**Run 1: placement density heat map**

The die is cut into 13 by 24 equal tiles; dark blue is low, red is high, 0 to 100% covered.
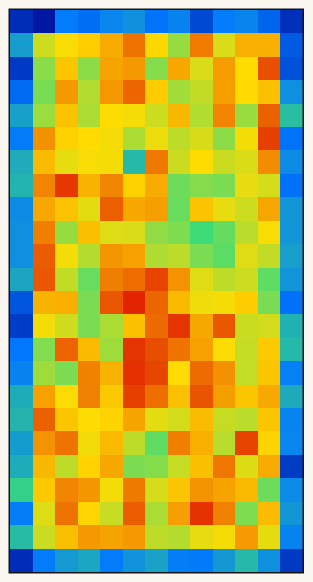
**Run 1: clock distribution**

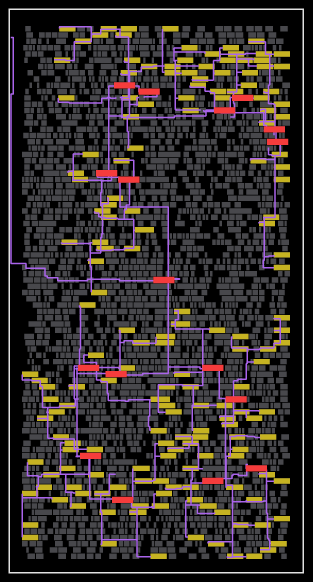
**Run 1: wiring by layer**

Bar = 50 um.
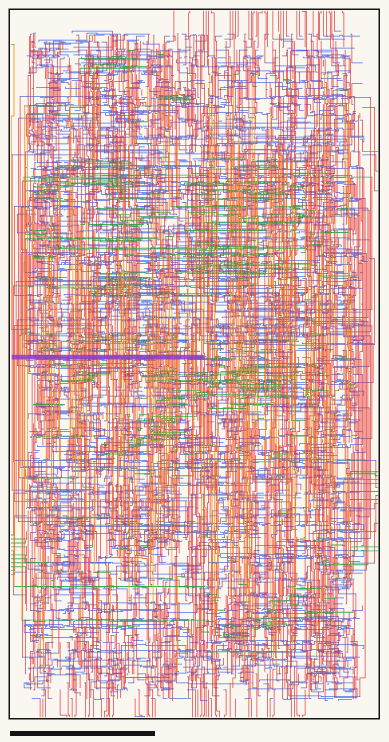
**Run 1: track usage over the die**

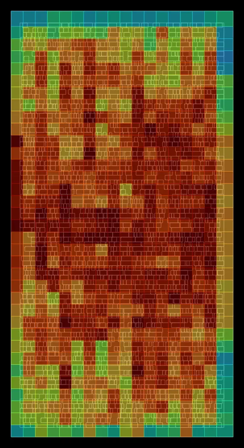
--- config.mk ---
export PLATFORM = sky130hd
export DESIGN_NAME = muldiv_unit
export DESIGN_NICKNAME = d
export VERILOG_FILES = /design/src/rtl/muldiv_unit.sv
export SDC_FILE = /design/constraint.sdc
export NUM_CORES = 1
export LEC_CHECK = 0
export CORE_ASPECT_RATIO = 2
export CORE_MARGIN = 5
export CORE_UTILIZATION = 55
export CTS_CLUSTER_DIAMETER = 100
export DETAILED_ROUTE_END_ITERATION = 10
export PLACE_DENSITY_LB_ADDON = 0.1
export SLEW_MARGIN = 10
export SYNTH_ARGS = -nofsm -noshare
export SYNTH_HDL_FRONTEND = slang
export SYNTH_SLANG_ARGS = --single-unit
export TNS_END_PERCENT = 20
--- constraint.sdc ---
create_clock -name clk -period 3 [get_ports clk]
set_input_delay 0.45 -clock clk [delete_from_list [all_inputs] [get_ports clk]]
set_output_delay 0.45 -clock clk [all_outputs]
set_load 0.01 [all_outputs]
--- src/rtl/muldiv_unit.sv ---
`default_nettype none
// +--------------------------------------------------------------------------+
// | Module      : muldiv_unit                                                |
// | Description : Iterative RV32M multiply/divide unit. Shift-add multiply   |
// |               and restoring divide on operand magnitudes (32 steps),     |
// |               followed by one sign-fix cycle and a one-cycle done pulse. |
// |               Optional macro MULDIV_FAST_ZERO_EN short-circuits zero     |
// |               operands straight to DONE.                                 |
// | Revision    : 1.0  initial release                                       |
// +--------------------------------------------------------------------------+
module muldiv_unit #(
    parameter int XLEN  = 32,
    parameter int CNT_W = 6
) (
    input  logic            clk,
    input  logic            rst,
    input  logic            start,
    input  logic [5:0]      alu_ctr,
    input  logic [XLEN-1:0] op_a,
    input  logic [XLEN-1:0] op_b,
    input  logic            kill,
    output logic            busy,
    output logic            done,
    output logic [XLEN-1:0] result
);

    typedef enum logic [1:0] {
        S_IDLE = 2'd0,
        S_CALC = 2'd1,
        S_FIX  = 2'd2,
        S_DONE = 2'd3
    } state_t;

    state_t            r_state;
    state_t            w_next;

    logic [XLEN-1:0]   r_a;        // original dividend, returned by REM/REMU on divide by zero
    logic [XLEN-1:0]   r_b_mag;    // multiplicand / divisor magnitude
    logic [XLEN-1:0]   r_hi;       // product high word / partial remainder
    logic [XLEN-1:0]   r_lo;       // multiplier -> product low word / dividend -> quotient
    logic              r_sa;
    logic              r_sb;
    logic [2:0]        r_f3;
    logic [CNT_W-1:0]  r_cnt;
    logic [XLEN-1:0]   r_result;

    logic [2:0]        w_f3;
    logic              w_accept;
    logic              w_sign_a;
    logic              w_sign_b;
    logic [XLEN-1:0]   w_mag_a;
    logic [XLEN-1:0]   w_mag_b;
    logic              w_fast;
    logic [XLEN-1:0]   w_fast_result;
    logic              w_unused_ctr;

    logic [XLEN:0]     w_sum;
    logic [XLEN:0]     w_shift;
    logic [XLEN:0]     w_diff;
    logic              w_ge;
    logic [2*XLEN-1:0] w_prod;
    logic [XLEN-1:0]   w_quot;
    logic [XLEN-1:0]   w_rem;
    logic              w_b_zero;
    logic [XLEN-1:0]   w_fix_result;

    assign w_unused_ctr = ^alu_ctr[4:3];
    assign w_f3         = alu_ctr[2:0];
    assign w_accept     = start && alu_ctr[5] && (r_state == S_IDLE) && !kill;

    // MULH/MULHSU/DIV/REM treat rs1 as signed; only MULH/DIV/REM treat rs2 as signed
    assign w_sign_a = op_a[XLEN-1] && ((w_f3 == 3'b001) || (w_f3 == 3'b010) ||
                                       (w_f3 == 3'b100) || (w_f3 == 3'b110));
    assign w_sign_b = op_b[XLEN-1] && ((w_f3 == 3'b001) || (w_f3 == 3'b100) ||
                                       (w_f3 == 3'b110));
    assign w_mag_a  = w_sign_a ? (-op_a) : op_a;
    assign w_mag_b  = w_sign_b ? (-op_b) : op_b;

`ifdef MULDIV_FAST_ZERO_EN
    // Zero operands have a trivially known result, so skip the iteration
    assign w_fast        = (op_a == '0) || (op_b == '0);
    assign w_fast_result = (w_f3[2] && (op_b == '0)) ? (w_f3[1] ? op_a : '1) : '0;
`else
    assign w_fast        = 1'b0;
    assign w_fast_result = '0;
`endif

    // One iteration step: shift-add for multiply, restoring subtract for divide
    assign w_sum   = {1'b0, r_hi} + (r_lo[0] ? {1'b0, r_b_mag} : '0);
    assign w_shift = {r_hi, r_lo[XLEN-1]};
    assign w_ge    = (w_shift >= {1'b0, r_b_mag});
    assign w_diff  = w_shift - {1'b0, r_b_mag};

    // Sign correction and output selection
    assign w_prod   = (r_sa ^ r_sb) ? (-{r_hi, r_lo}) : {r_hi, r_lo};
    assign w_quot   = (r_sa ^ r_sb) ? (-r_lo) : r_lo;
    assign w_rem    = r_sa ? (-r_hi) : r_hi;
    assign w_b_zero = (r_b_mag == '0);

    // Pick the architectural result for the latched funct3
    always_comb begin
        w_fix_result = '0;
        case (r_f3)
            3'b000:                 w_fix_result = w_prod[XLEN-1:0];
            3'b001, 3'b010, 3'b011: w_fix_result = w_prod[2*XLEN-1:XLEN];
            3'b100, 3'b101:         w_fix_result = w_b_zero ? '1 : w_quot;
            default:                w_fix_result = w_b_zero ? r_a : w_rem;
        endcase
    end

    // State register
    always_ff @(posedge clk) begin
        if (rst) begin
            r_state <= S_IDLE;
        end else begin
            r_state <= w_next;
        end
    end

    // Next-state logic and status outputs; kill abandons any operation in flight
    always_comb begin
        w_next = r_state;
        busy   = 1'b0;
        done   = 1'b0;
        case (r_state)
            S_IDLE: begin
                if (w_accept) begin
                    w_next = w_fast ? S_DONE : S_CALC;
                end
            end
            S_CALC: begin
                busy = 1'b1;
                if (kill) begin
                    w_next = S_IDLE;
                end else if (r_cnt == CNT_W'(XLEN-1)) begin
                    w_next = S_FIX;
                end
            end
            S_FIX: begin
                busy   = 1'b1;
                w_next = kill ? S_IDLE : S_DONE;
            end
            default: begin
                done   = !kill;
                w_next = S_IDLE;
            end
        endcase
    end

    // Operand capture, iteration datapath and result register
    always_ff @(posedge clk) begin
        if (rst) begin
            r_a      <= '0;
            r_b_mag  <= '0;
            r_hi     <= '0;
            r_lo     <= '0;
            r_sa     <= 1'b0;
            r_sb     <= 1'b0;
            r_f3     <= 3'b000;
            r_cnt    <= '0;
            r_result <= '0;
        end else if (w_accept) begin
            r_a     <= op_a;
            r_b_mag <= w_mag_b;
            r_hi    <= '0;
            r_lo    <= w_mag_a;
            r_sa    <= w_sign_a;
            r_sb    <= w_sign_b;
            r_f3    <= w_f3;
            r_cnt   <= '0;
            if (w_fast) begin
                r_result <= w_fast_result;
            end
        end else if (r_state == S_CALC) begin
            r_cnt <= r_cnt + CNT_W'(1);
            if (!r_f3[2]) begin
                r_hi <= w_sum[XLEN:1];
                r_lo <= {w_sum[0], r_lo[XLEN-1:1]};
            end else begin
                r_hi <= w_ge ? w_diff[XLEN-1:0] : w_shift[XLEN-1:0];
                r_lo <= {r_lo[XLEN-2:0], w_ge};
            end
        end else if ((r_state == S_FIX) && !kill) begin
            r_result <= w_fix_result;
        end
    end

    assign result = r_result;

endmodule
`default_nettype wire

==> results.txt, run 1 <==
Physical implementation status

The number of multi-input combinational cells stands at 1645. The stat command in Yosys gives a chip area of 0.0150 sq mm. The flow ran to the end, but the final reports show violations.

TritonCTS built the clock tree. The biggest slice of the area belongs to logic gates. The worst register-to-register path has a setup slack of -0.24 ns. The clock latency at the later pin of the worst-skew pair stands at 0.47 ns. Yosys stat counts 2047 cells in the synthesized netlist. There are roughly 170 flip-flops and latches. The checks that failed: negative setup slack. After synthesis, the largest family of logic cells by area is AND-OR/OR-AND gates. The overall power of the completed layout stands at roughly 17 mW. In the post-synthesis netlist, the biggest area contributors are dfxtp_1, xor2_1, ha_1. Summed over all sequential cells, the power is 2.90 mW. The average instance in the mapped netlist occupies around 7.3 sq um.

Measured along the x axis, the die boundary spans 127 um. According to the timing report, the arrival time at the worst endpoint equals 3.57 ns. Per the summary, power density relative to cell area is 827 mW/mm^2. The clock H-tree reported by CTS has 4 levels. Of the total power, the share spent switching nets is 0.468. The number of clock buffers in the layout stands at 19.

The fraction of final cell area spent on clock buffers and inverters in this run is 0.0285. The register share of the cell area stands at 0.172. According to the floorplan report, the die height is 243 um. Note that the worst hold path type here is register to register. Per the log, the first TritonRoute iteration ended with a DRC count of 1444. Of the total synthesized cell area, the portion taken by full adders, half adders and majority gates is 0.0645.

Per the run summary, max-cap violations total 0. The post-DP HPWL stands at between 40000 and 50000 um. The count of hold buffers inserted by post-cts repair stands at 0. The combinational fraction of the cell area stands at 0.560. The most common logic cell in the final layout is buf_4. The register cell area after layout stands at between 0.003 and 0.004 sq mm. The power report lists cell-internal power as 8.96 mW. The minimum setup slack in the final design stands at -0.242 ns. In the layout the commonest cells are buf_4, nor2_1, nand2_1, a21oi_1, dfxtp_1. The portion of total power attributed to combinational logic stands at 0.692. The registers of the reported paths see a clock transition of 0.08 ns. The count of inverters not on the clock network in the layout stands at around 69. In this run, power in combinational logic comes to 11.7 mW. Total global-route track usage over all layers is 0.410. The flip-flop and latch count after synthesis stands at 173. The power report puts the net switching power at 7.89 mW. In this run, synthesis inferred 0 flip-flops with an integrated enable. The maximum clock skew at final layout stands at 0.0109 ns. The total via count in the routed design stands at ~18000.

The portion of total power attributed to the clock network stands at 0.136. For this run, the number of standard cells in the final layout without fillers is 2767. The net count after synthesis is 2197. The final report lists the setup-violating endpoint count as 31. Setup repair after global routing could not meet its margin everywhere.

The biggest slice of the total power is consumed by combinational cells.
Notes on 'placement density heat map' above:
tiles over 75% full	41%
mean over tiles	65%
densest ninth of the die	centre
fullest tile	96%

Notes on 'clock distribution' above:
[red] clock drivers | count: 17
[purple] clock wires | length: 2590 um
[yellow] flip-flops | count: 173
flops lie	widely spread

Notes on 'wiring by layer' above:
colour	layer	wire length
green	metal 3	4020 um
blue	metal 1	20000 um
purple	metal 5	64.4 um
red	metal 2	32.6 mm
orange	metal 4	8520 um

Notes on 'track usage over the die' above:
met3 Usage GRT: 0.0778
met2 GRT Util: 0.728

## run 1: Yosys cell counts (all sizes together) (4+ instances only)
library cell	instances
or4	15
a2111oi	4
xor2	111
nand2b	14
o41ai	12
a21oi	178
a211oi	105
a221oi	17
mux2i	38
o31a	4
a31oi	25
and2	11
nor3	66
a311oi	11
buf	20
xnor2	97
a21o	29
dfxtp	173
nor2	238
a32oi	5
or3	17
o21bai	12
o221ai	14
nand3	32
or2	7
o21ai	138
o21a	8
inv	68
nor2b	10
o211ai	16
a31o	7
o22ai	10
nand3b	4
and3	14
nor3b	5
a21boi	4
o31ai	25
ha	74
nand2	204
nor4	19
clkbuf	139
nand4	13
## Run 2: what changed since run 1
Settings changed: CORE_UTILIZATION 55 to 60, DONT_BUFFER_PORTS set to 1.
**Run 2: gate families picked out**

Bar = 20 um.
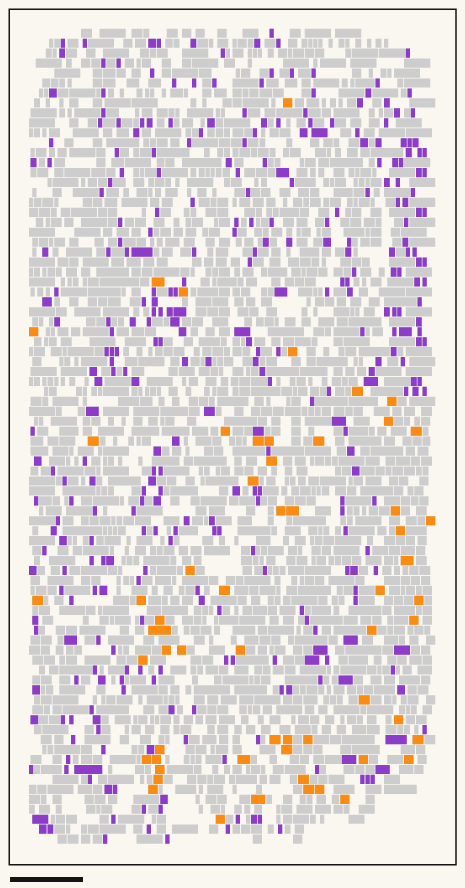
colour	family	cells
purple	nor cells	338
orange	non-inverting ao/oa cells	58

==> results.txt, run 2 <==
Physical implementation status

The flow ran to the end, but the final reports show violations. The checks that failed: negative setup slack. The area recorded from the Yosys report for this design is 0.0150 sq mm. The critical path is of the register to register type. The post-DP HPWL stands at 39000 um. The number of multi-input combinational cells stands at 1644. After layout, the setup clock skew is reported as roughly 0.014 ns. Per the run summary, max-cap violations total 0.

The total number of clock tree sinks stands at 173. The routability congestion estimate from global placement stands at 1.02. The layout report lists the clock-cell share of area as 0.0332. The net count after synthesis stands at 2197. The number of hold buffers added after CTS was 0. The final standard cell count with taps included and fillers excluded stands at ~2500. In this run the worst hold path is classified as input pin to register. The worst-case reg-to-reg setup slack stands at -0.04 ns. At the worst endpoint, the arrival time is 3.39 ns.

The startpoint identified for the worst register-to-register timing path is r_b_mag[0]$_SDFFE_PP0P_. The last timing report of the flow puts the setup violation total at 5. Switching power as a fraction of the total was reported as 0.454. The final instance area stands at around 0.018 sq mm.

The post-detailed-route via-to-cell ratio stands at 6.32. The portion of total power attributed to combinational logic stands at 0.665. The most frequently used library cell after synthesis is nor2_1. The layout has 18 clock buffers. The number of H-tree levels stands at 4. Yosys shows that the main logic family after synthesis is AND-OR/OR-AND gates. The post-synthesis share of cell area spent on full adders, half adders and majority gates stands at 0.0645. TritonCTS built the clock tree. The final layout contains routed wiring with a total length of 52600 um. Among logic cells in the layout, the one with the most instances is buf_4. The register area share after synthesis stands at 0.231. The commonest cells after synthesis are nor2_1, nand2_1, a21oi_1.

Power spread over the standard cell area amounts to 854 mW/mm^2. By area, logic gates come first. In the power breakdown, the internal column shows 8.57 mW. Once routing completed, OpenROAD measured the worst setup slack at -0.0428 ns. Ranked by total cell area, the synthesized netlist is headed by dfxtp_1, xor2_1, ha_1. The number of cells in the yosys synthesis report stands at 2047. Of the total power, the clock network draws 0.151. The overall die height stands at around 230 um. The register cell area after layout stands at 0.00348 sq mm.

The count of inverters not on the clock network in the layout stands at ~69. The post-synth register bit count is 173. The final route contains 16104 vias. Total global-route track usage over all layers is 0.358.

Counting flops with a built-in enable in the synthesized netlist gives 0. By instance count after routing, the leading logic cell types are buf_4, nor2_1, nand2_1, dfxtp_1, a21oi_1. The clock transition at the registers of the reported paths stands at around 0.070 ns. Measured along the x axis, the die boundary spans between 100 and 150 um. The maximum fanout count along the critical path stands at 3. The violation tally from detailed-route iteration zero stands at 1445. The layout sequential cell count stands at 173. The longest clock path from root to sink contains 2 buffers.
**Run 2: placement density heat map**

The die is cut into 12 by 23 equal tiles; dark blue is low, red is high, 0 to 100% covered.
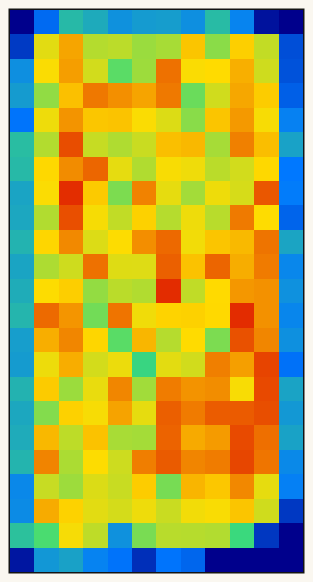
tiles over 75% full	38%
nearly empty tiles	2.5%
fullest tile	95%
mean over tiles	63%

-- run 2: what timing repair did --
action,CTS,global route
endpoints found under the setup margin,34,59
pin swaps,32,64
gates resized,66,135
gates cloned,1,1
buffers inserted,5,12
-- run 2: layer usage --
metal	track usage	vias up	wire length, um
met5	0	-	0
met4	0.190	0	2970
met3	0.0669	167	4210
met2	0.564	784	24400
met1	0.462	7485	21100
li1	-	7668	-
-- run 2: power by group through the flow --
stage / registers, mW / clock network [mW] / logic (mW)
5_1_grt: 2.93 / 2.47 / 11.1
4_1_cts: 2.87 / 2.38 / 9.43
3_3_place_gp: 2.91 / 0 / 9.11
3_5_place_dp: 2.91 / 0 / 9.13
6_report: 2.90 / 2.37 / 10.4
2_1_floorplan: 2.88 / 0 / 5.70
Power and IR drop assume default switching activity.
